$ cat src/rtl/dec_pkg.sv
// rtl/dec_pkg.sv - shared widths, output type and default fault settings for the 4-to-16 decoder
package dec_pkg;
    localparam int SEL_W   = 4;
    localparam int OUT_W   = 16;
    localparam int SLICE_W = 8;

    typedef logic [OUT_W-1:0] dec_out_t;

    localparam int DEF_FAULT_ON  = 1;
    localparam int DEF_FAULT_IDX = 8;
    localparam int DEF_FAULT_VAL = 0;
endpackage

$ cat src/rtl/dec_4x16_fault8_if.sv
// rtl/dec_4x16_fault8_if.sv - select inputs and decoded outputs; fault_flag exists only with DEC_FAULT_DETECT_EN
interface dec_4x16_fault8_if;
    import dec_pkg::*;

    logic     X;
    logic     Y;
    logic     Z;
    logic     W;
    dec_out_t D;
`ifdef DEC_FAULT_DETECT_EN
    logic     fault_flag;
`endif

    modport master (
        output X, Y, Z, W,
`ifdef DEC_FAULT_DETECT_EN
        input  fault_flag,
`endif
        input  D
    );

    modport slave (
        input  X, Y, Z, W,
`ifdef DEC_FAULT_DETECT_EN
        output fault_flag,
`endif
        output D
    );
endinterface

$ cat src/rtl/dec_3x8.sv
// rtl/dec_3x8.sv - combinational 3-to-8 one-hot decoder slice; all zeros when disabled
module dec_3x8 (
    input  logic       en,
    input  logic [2:0] a,
    output logic [7:0] y
);
    always_comb begin
        y = 8'h00;
        if (en) begin
            y = 8'h01 << a;
        end
    end
endmodule

$ cat src/rtl/dec_4x16_fault8.sv
// rtl/dec_4x16_fault8.sv - registered 4-to-16 decoder with a stuck-at fault overlay; DEC_FAULT_DETECT_EN adds fault_flag
module dec_4x16_fault8
    import dec_pkg::*;
#(
    parameter int FAULT_ON  = DEF_FAULT_ON,
    parameter int FAULT_IDX = DEF_FAULT_IDX,
    parameter int FAULT_VAL = DEF_FAULT_VAL
) (
    input  logic                 clk,
    input  logic                 rst,
    dec_4x16_fault8_if.slave     bus
);
    // An out-of-range index disables the fault entirely rather than wrapping.
    localparam bit         FAULT_ACTIVE = (FAULT_ON != 0) && (FAULT_IDX >= 0) && (FAULT_IDX < OUT_W);
    localparam logic [3:0] FAULT_BIT    = FAULT_IDX[3:0];
    localparam logic       FAULT_BITVAL = (FAULT_VAL != 0);

    logic [SEL_W-1:0]   sel;
    logic [SLICE_W-1:0] lo_y;
    logic [SLICE_W-1:0] hi_y;
    dec_out_t           golden;
    dec_out_t           faulty;

    assign sel = {bus.X, bus.Y, bus.Z, bus.W};

    dec_3x8 u_lo (
        .en (~sel[3]),
        .a  (sel[2:0]),
        .y  (lo_y)
    );

    dec_3x8 u_hi (
        .en (sel[3]),
        .a  (sel[2:0]),
        .y  (hi_y)
    );

    assign golden = {hi_y, lo_y};

    always_comb begin
        faulty = golden;
        if (FAULT_ACTIVE) begin
            faulty[FAULT_BIT] = FAULT_BITVAL;
        end
    end

    always_ff @(posedge clk or posedge rst) begin
        if (rst) begin
            bus.D <= '0;
        end else begin
            bus.D <= faulty;
        end
    end

`ifdef DEC_FAULT_DETECT_EN
    always_ff @(posedge clk or posedge rst) begin
        if (rst) begin
            bus.fault_flag <= 1'b0;
        end else begin
            bus.fault_flag <= (faulty != golden);
        end
    end
`endif
endmodule

$ cat src/flat_wrapper.sv
// flat-port wrapper written by rule: the top's interface ports become plain ports
module dec_4x16_fault8_flat import dec_pkg::*;
#(
    parameter int FAULT_ON  = DEF_FAULT_ON,
    parameter int FAULT_IDX = DEF_FAULT_IDX,
    parameter int FAULT_VAL = DEF_FAULT_VAL
)
  (clk, rst, bus_X, bus_Y, bus_Z, bus_W, bus_D);
  dec_4x16_fault8_if bus_i ();
  input  logic clk;
  input  logic rst;
  input wire logic [$bits(bus_i.X)-1:0] bus_X;
  input wire logic [$bits(bus_i.Y)-1:0] bus_Y;
  input wire logic [$bits(bus_i.Z)-1:0] bus_Z;
  input wire logic [$bits(bus_i.W)-1:0] bus_W;
  output wire logic [$bits(bus_i.D)-1:0] bus_D;
  assign bus_i.X = bus_X;
  assign bus_i.Y = bus_Y;
  assign bus_i.Z = bus_Z;
  assign bus_i.W = bus_W;
  assign bus_D = bus_i.D;
  dec_4x16_fault8 #(.FAULT_ON(FAULT_ON), .FAULT_IDX(FAULT_IDX), .FAULT_VAL(FAULT_VAL)) u_core (.clk(clk), .rst(rst), .bus(bus_i));
endmodule
$ cat config.mk
export PLATFORM = sky130hd
export DESIGN_NAME = dec_4x16_fault8_flat
export DESIGN_NICKNAME = d
export VERILOG_FILES = /design/src/rtl/dec_pkg.sv /design/src/rtl/dec_4x16_fault8_if.sv /design/src/rtl/dec_3x8.sv /design/src/rtl/dec_4x16_fault8.sv /design/src/flat_wrapper.sv
export SDC_FILE = /design/constraint.sdc
export NUM_CORES = 1
export LEC_CHECK = 0
export CORE_UTILIZATION = 44
export CTS_CLUSTER_DIAMETER = 200
export CTS_CLUSTER_SIZE = 14
export DETAILED_ROUTE_END_ITERATION = 8
export PLACE_DENSITY = 0.79
export SLEW_MARGIN = 20
export SYNTH_ARGS = -nofsm -noshare
export SYNTH_HDL_FRONTEND = slang
export SYNTH_HIERARCHICAL = 1
export SYNTH_SLANG_ARGS = --single-unit
$ cat constraint.sdc
create_clock -name clk -period 0.8 [get_ports clk]
set_input_delay 0.12 -clock clk [delete_from_list [all_inputs] [get_ports clk]]
set_output_delay 0.12 -clock clk [all_outputs]
set_load 0.01 [all_outputs]
run_1/clock_nets.png
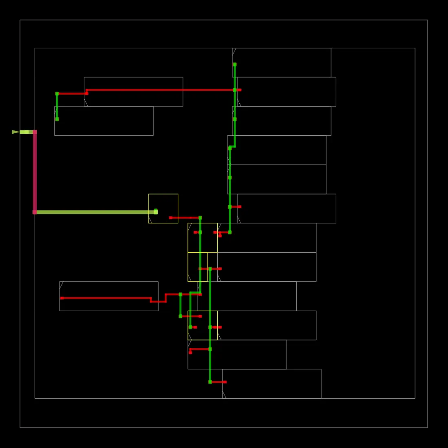
CTS sink cnt: 15
Num CTS Buffers: 3

run_1/m2.png
(10 px per um) Cells faint in the background.
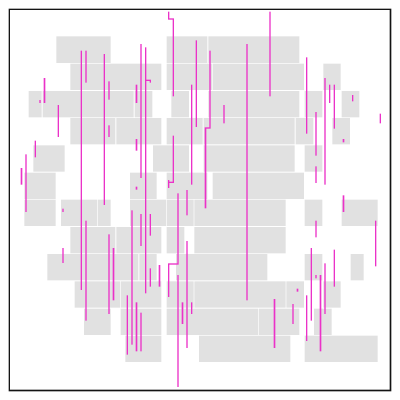
main direction: vertical
share of all routed wire: 43%
nets with wire on the layer: 47

run_1/layers.png
(12 px per um) Two of the layers only.
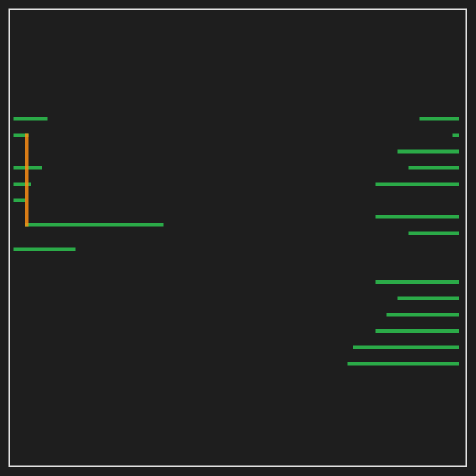
legend:
  orange:
    layer: M4
    wire_length: 7.50 um
  green:
    layer: M3
    wire_length: 94.1 um

run_1/port_trees.png
(10 px per um)
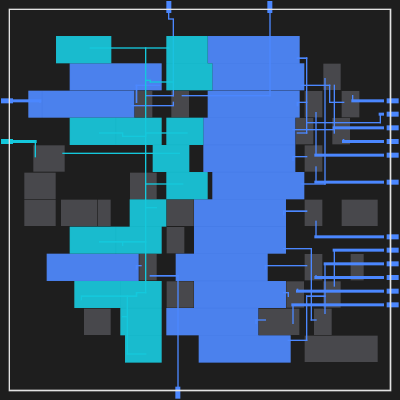
legend:
  blue:
    port: bus_D
    bits: 16
    direction: output
    edge: 12 right, 2 top, 1 left, 1 bottom
    end_cells: 16
    wire: 215 um
  cyan:
    port: bus_W
    bits: 1
    direction: input
    edge: left
    end_cells: 15
    wire: 84.7 um

==> run 1: path summary, 6_finish.rpt <==
path,start,end,slack (ps),depth (start not counted)
max in group asynchronous,rst,u_core/bus.D[1],520,3
min in group clk,bus_W,u_core/bus.D[0],410,2
max,u_core/bus.D[12],bus_D[12],-90,1
min,rst,u_core/bus.D[15],160,3
==> run 1: tightest hold or removal path: cells and delay by family <==
family	cells	cell delay, ps
buffers and inverters	3	650
==> run 1: power by group through the flow <==
stage	Clock, mW	Combinational [mW]	Sequential (mW)
after global routing	0.432	0.153	0.783
after CTS	0.401	0.141	0.780
after detailed placement	0	0.165	0.796
after global placement	0	0.157	0.795
after floorplan	0	0.0480	0.807
final	0.388	0.141	0.780
==> run 1: timing repair <==
item / CTS / global route
cloned: 0 / 0
gates resized: 63 / 2
endpoints found under the setup margin: 30 / 17
pin swaps: 0 / 0
setup buffers: 0 / 0
==> run 1: layout by cell type (no fill, tap or decap) <==
| cell type | count |
|---|---|
| dfrtp_1 | 15 |
| buf_6 | 1 |
| and4bb_1 | 4 |
| dlygate4sd2_1 | 3 |
| clkbuf_4 | 3 |
| and4bb_2 | 2 |
| buf_12 | 1 |
| clkdlybuf4s50_1 | 2 |
| and4_2 | 2 |
| nor4b_2 | 1 |
| buf_2 | 14 |
| and4b_1 | 2 |
| buf_4 | 1 |
| and4b_2 | 4 |
| conb_1 | 1 |
| inv_2 | 1 |
| inv_1 | 1 |
| clkinv_2 | 1 |
==> run 1: routing by layer <==
layer	share of wire	routed length, um
met5	0	0
met4	0.0084	7
met3	0.11	94
met2	0.42	356
met1	0.45	379
==> results.cfg, run 1 <==
; implementation run metrics
[critical_path]
path_class = flop to output port
max_stage_delay_ps = 370
end_kind = output port
critical_path.slowest_cell = dfrtp_1
cp_top_family = flip-flops
worstSetupStartpointType = flop
crit_chain = buf_2
path_buffers = 1
critPathArrivalTime_ps = 770
path_max_fanout = 1
required_ps = 680

[routing]
route.detailed.drc = 0
detail_route.wl_per_cell_um = 11.5
initialDrtViolationCount = 0

[status]
violations = negative setup slack
status = finished with violations

[hold_path]
worstHoldPathType = primary input to asynchronous set/reset pin

[finish]
largest_register = u_core/bus.D
fin_util = 0.659
comb.multi_input.count = 16
nNonClkInverters = 2
diodes = 0
largest_reg_flops = 15
clk_share = 0.0361
seq_area_um2 = 375
flop-count = 15
bufAreaShareNonClock = 0.204
seq_share = 0.493
comb_area_um2 = 179

[grt]
grt.overflow.total = 0
use_met3 = 0.0349
grt_max_degree = 16
grt_pass1_wl_mm = 1.29
use_met1 = 0.184
antenna_found_initial = 0
grt_pass1_vias = 298
met2_usage = 0.198
busiest_layer = met2

[timing]
fin_ws_ps = -87.2
setup_violations = 15
drv_slew = 0
period_used_share = 1.11
rsz0062_at_grt = yes
setup-tns-final_ps = -1180
max_freq_ghz = 1.13
hold_ws_ps = 165

[place]
port_buffers = 20
hpwl_um = 602
dp_slack_ps = -425

[synth]
avgSynthCellArea_um2 = 16.7
syn_area_um2 = 569
synth_nets = 40
yosysWarnings = 6

[die]
taps = 14
die_area_mm2 = 0.00144
ios = 22
die_h_um = 38.0

[clock_network]
ctsRootBufferMaster = clkbuf_4
hold_buffers = 0
ctsHtreeMaxLevel = 1
clk_path_buf_depth = 2
clkSlewWorstSetupHoldPaths_ps = 80

[power_and_ir_drop]
p_sw_frac = 0.214
seqPwrFrac = 0.596
intPower_mw = 1.03
report.power.total_mw = 1.31
ir_drop_uv = 1070
p_sw_mw = 0.281
==> run 2: changes to the inputs <==
Settings changed: GPL_ROUTABILITY_DRIVEN from default to 0.
run_2/layers.png
(12 px per um) Two of the layers only.
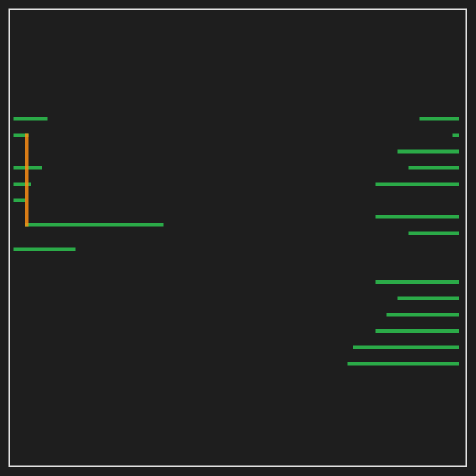
legend:
  orange:
    layer: M4
    wire_length: 7.50 um
  green:
    layer: M3
    wire_length: 94.1 um

==> run 2 against run 1 <==
Against the previous run:
- die size is the same
- clock power is essentially flat
- core utilization is the same
- critical endpoint unchanged
- first-iteration DRC count is the same
- flip-flop count is the same
- the run still ends with negative setup slack left
- critical path depth is the same
==> results.cfg, run 2 <==
; implementation run metrics
[critical_path]
cp_top_family = flip-flops
crit_chain = buf_2
required_ps = 680
critical_path.slowest_cell = dfrtp_1
worstSetupStartpointType = flop
endpoint = bus_D[12]
critPathLaunch = u_core/bus.D[12]
end_kind = output port
path_max_fanout = 1
cp_num_cells = 1
max_stage_delay_ps = 370
critPathArrivalTime_ps = 770
path_class = flop to output port
path_buffers = 1

[timing]
drv_slew = 0
setup_violations = 15
hold_viol_final = 0
max_freq_ghz = 1.13
period_used_share = 1.11
fin_crit_ps = 887
setup-tns-final_ps = -1180
rsz0062_at_grt = yes
hold_ws_ps = 165
fin_ws_ps = -87.2

[routing]
ant_nets = 0
detail_route.wl_per_cell_um = 11.5
drt-pass1-iter-count = 1
num_vias = 347
routed_wl_um = 838
viasPerCell = 4.75
route.detailed.drc = 0
initialDrtViolationCount = 0

[finish]
lay_top_cells = dfrtp_1 (15), buf_2 (14), and4b_2 (4), and4bb_1 (4)
nets = 66
seq_area_um2 = 375
drive_above_1_share = 0.525
area_delta_synth_final_pct = 33.8
biggestRegsByFlops = u_core/bus.D (15)
post-route-cell-area_um2 = 762
largest_reg_flops = 15
largest_register = u_core/bus.D
n_fill_cell = 80
diodes = 0
lay_top_count = dfrtp_1
comb_area_um2 = 179

[clock_network]
clk_path_buf_depth = 2
cts_sinks = 15
ctsHtreeMaxLevel = 1
ctsRootBufferMaster = clkbuf_4
clkSlewWorstSetupHoldPaths_ps = 80
cts_buffers = 3
cts_tree = built
hold_buffers = 0
postCtsSetupBuffers = 0

[place]
dp_slack_ps = -425
hpwl_um = 602
place_area_um2 = 807
port_buffers = 20

[die]
core_mm2 = 0.00116
die_h_um = 38.0
die_area_mm2 = 0.00144
ios = 22
initial_utilization = 0.492
row_count = 12
fp.dieW_um = 38.0

[power_and_ir_drop]
p_per_area_mw_per_mm2 = 1720
p_leak_nw = 0.433
report.power.total_mw = 1.31
ir_drop_uv = 1070

[synth]
avgSynthCellArea_um2 = 16.7
synthCells = 34
yosysWarnings = 6
syn_area_um2 = 569
synth_nets = 40

[status]
violations = negative setup slack
status = finished with violations

[hold_path]
worstHoldPathType = primary input to asynchronous set/reset pin

[flow_run]
max_cap_viol_count = 0
tool_warnings = 28

[grt]
grt_pass1_vias = 298
grtUsageTotal = 0.132
grt_pass1_wl_mm = 1.29
grt.overflow.total = 0
antenna_found_initial = 0
grt_max_degree = 16
run 2: cell counts in the layout (fill, tap and decap cells not counted):
Identical to the previous run, type by type.
run 2: area by class of cell:
class,count,share of cell area
Clock buffer,3,0.0296
Clock inverter,1,0.00657
Inverter,2,0.00985
Multi-Input combinational cell,16,0.235
Sequential cell,15,0.493
Tap cell,14,0.0230
Timing Repair Buffer,22,0.204
run 2: through the flow:
| step | util | instances |
|---|---|---|
| 6_report | 0.659 | 73 |
| 3_3_place_gp | 0.698 | 69 |
| 5_1_grt | 0.659 | 73 |
| 2_1_floorplan | - | 34 |
| 4_1_cts | 0.654 | 73 |
| 3_5_place_dp | 0.698 | 69 |
run 2: worst min path at each step:
stage	from	to	slack (ps)	cells after the start
floorplan	rst	u_core/bus.D[0]	20	1
global placement	rst	u_core/bus.D[11]	440	3
detailed placement	rst	u_core/bus.D[15]	460	3
CTS	rst	u_core/bus.D[1]	170	3
global route	rst	u_core/bus.D[3]	180	3
finish	rst	u_core/bus.D[15]	160	3
run 2: power by group:
part / leakage, nW / internal [mW] / switching [mW]
combinational: 0.209 / 0.0683 / 0.0729
clock: 0.0177 / 0.185 / 0.204
sequential: 0.206 / 0.776 / 0.00407
run 2: per-layer routing:
layer | vias to the layer above | part of all wire | global-route usage
li1 | 179 | - | -
met1 | 147 | 0.45 | 0.184
met2 | 19 | 0.42 | 0.198
met5 | - | 0 | 0
met4 | 0 | 0.0084 | 0.0536
met3 | 2 | 0.11 | 0.0349
run 2: timing repair:
item / CTS / global route
setup endpoints to repair: 30 / 17
resized: 63 / 2
pin swaps: 0 / 0
==> run 3: changes to the inputs <==
Clock period 0.8 ns to 1.1 ns, I/O delays scaled along.
run_3/clock_nets.png
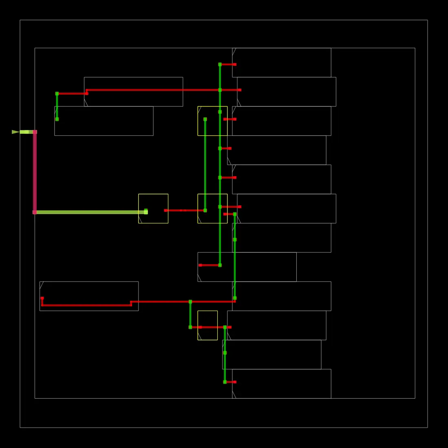
clock buf count: 3
Flops: 15
Clk power: 0.287 mW

==> run 3 against run 2 <==
Against the previous run:
- the run now ends clean
- combinational power shrank 26%
- core utilization grew 4.8 points
- wire length shrank 8.0%
- count of clock-buffer cells in the layout is the same
- setup slack gained 120 ps
- sequential power shrank 27%
- total power shrank 27%
- via count shrank 4.0%
- critical path depth is the same
- clock power shrank 26%
- first-iteration DRC count is the same
- largest cell class unchanged
- highest routed layer unchanged
==> results.cfg, run 3 <==
; implementation run metrics
[critical_path]
end_kind = output port
path_max_fanout = 1
max_stage_delay_ps = 360
required_ps = 940
critical_path.slowest_cell = dfrtp_1
crit_chain = dlygate4sd2_1
path_class = flop to output port
path_buffers = 1
cp_top_family = flip-flops
critPathArrivalTime_ps = 900
worstSetupStartpointType = flop

[synth]
avgSynthCellArea_um2 = 16.7
synthCells = 34
syn_area_um2 = 569
synth_nets = 40
yosysWarnings = 6

[routing]
detail_route.wl_per_cell_um = 10.6
route.detailed.drc = 0
ant_nets = 0
routed_wl_um = 771
viasPerCell = 4.56
initialDrtViolationCount = 0
drt-pass1-iter-count = 1

[power_and_ir_drop]
ir_drop_uv = 777
p_leak_nw = 0.426
p_per_area_mw_per_mm2 = 1170

[clock_network]
ctsHtreeMaxLevel = 1
postCtsSetupBuffers = 0
clk_path_buf_depth = 2
cts_tree = built
clkSlewWorstSetupHoldPaths_ps = 80
ctsRootBufferMaster = clkbuf_4
hold_buffers = 0
cts_sinks = 15

[timing]
setup_violations = 0
period_used_share = 0.969
setup-tns-final_ps = 0
max_freq_ghz = 0.938
rsz0062_at_grt = no
hold_viol_final = 0
drv_slew = 0

[finish]
largest_register = u_core/bus.D
comb_area_um2 = 179
area_delta_synth_final_pct = 43.5
lay_top_cells = dfrtp_1 (15), clkdlybuf4s15_1 (11), clkdlybuf4s50_1 (5)
drive_above_1_share = 0.254
diodes = 0
stdcell_count = 73
lay_top_count = dfrtp_1
biggestRegsByFlops = u_core/bus.D (15)
nets = 66
largest_reg_flops = 15
n_fill_cell = 74
post-route-cell-area_um2 = 817
seq_area_um2 = 375

[place]
dp_slack_ps = -172
port_buffers = 20
post-place-cells = 69
place_area_um2 = 795

[die]
row_count = 12
fp.dieW_um = 38.0
die_h_um = 38.0
ios = 22
die_area_mm2 = 0.00144
initial_utilization = 0.492

[grt]
grt_pass1_wl_mm = 1.30
antenna_found_initial = 0
grt_pass1_vias = 280
grtUsageTotal = 0.137
grt_max_degree = 16

[status]
status = complete, no violations

[hold_path]
worstHoldPathType = primary input to asynchronous set/reset pin

[flow_run]
max_cap_viol_count = 0
-- run 3: worst max-delay path by stage --
stage                           from         endpoint  slack, ps  cells past startpoint
floorplan                      bus_X  u_core/bus.D[5]        530                      2
global placement               bus_Z  u_core/bus.D[9]       -110                      2
detailed placement             bus_Z  u_core/bus.D[9]       -170                      2
CTS                  u_core/bus.D[6]         bus_D[6]         20                      1
global route        u_core/bus.D[10]        bus_D[10]        0.4                      1
finish               u_core/bus.D[9]         bus_D[9]         30                      1
-- run 3: report_power, final --
group	internal, mW	switching (mW)	leakage [nW]
registers	0.565	0.00289	0.206
logic	0.0539	0.0508	0.202
clock network	0.134	0.153	0.0177
total	0.753	0.207	0.426
-- run 3: area by class of cell --
cell class / instances / area share
clock buffer: 3 / 0.0276
clock inverter: 1 / 0.00613
inverter: 2 / 0.00919
multi-input combinational: 16 / 0.219
sequential: 15 / 0.459
tap: 14 / 0.0214
timing repair buffer: 22 / 0.257
-- run 3: timing repair --
action,CTS,global route
resized,15,11
pin swaps,0,0
endpoints found under the setup margin,15,11
-- run 3: metal layers --
layer,up-vias,track usage,wire length [um]
li1,177,-,-
met1,135,0.203,390
met2,19,0.181,319
met3,2,0.0349,53
met4,0,0.0804,7
met5,-,0,0
-- run 3: metrics by stage --
step	power (mW)	hold slack, ps	utilization
after floorplan	0.622	66.5	-
after global placement	0.687	472	0.687
after detailed placement	0.693	491	0.687
after CTS	0.967	195	0.695
after global routing	1.01	224	0.707
final	0.960	194	0.707
Power and IR drop assume default switching activity.
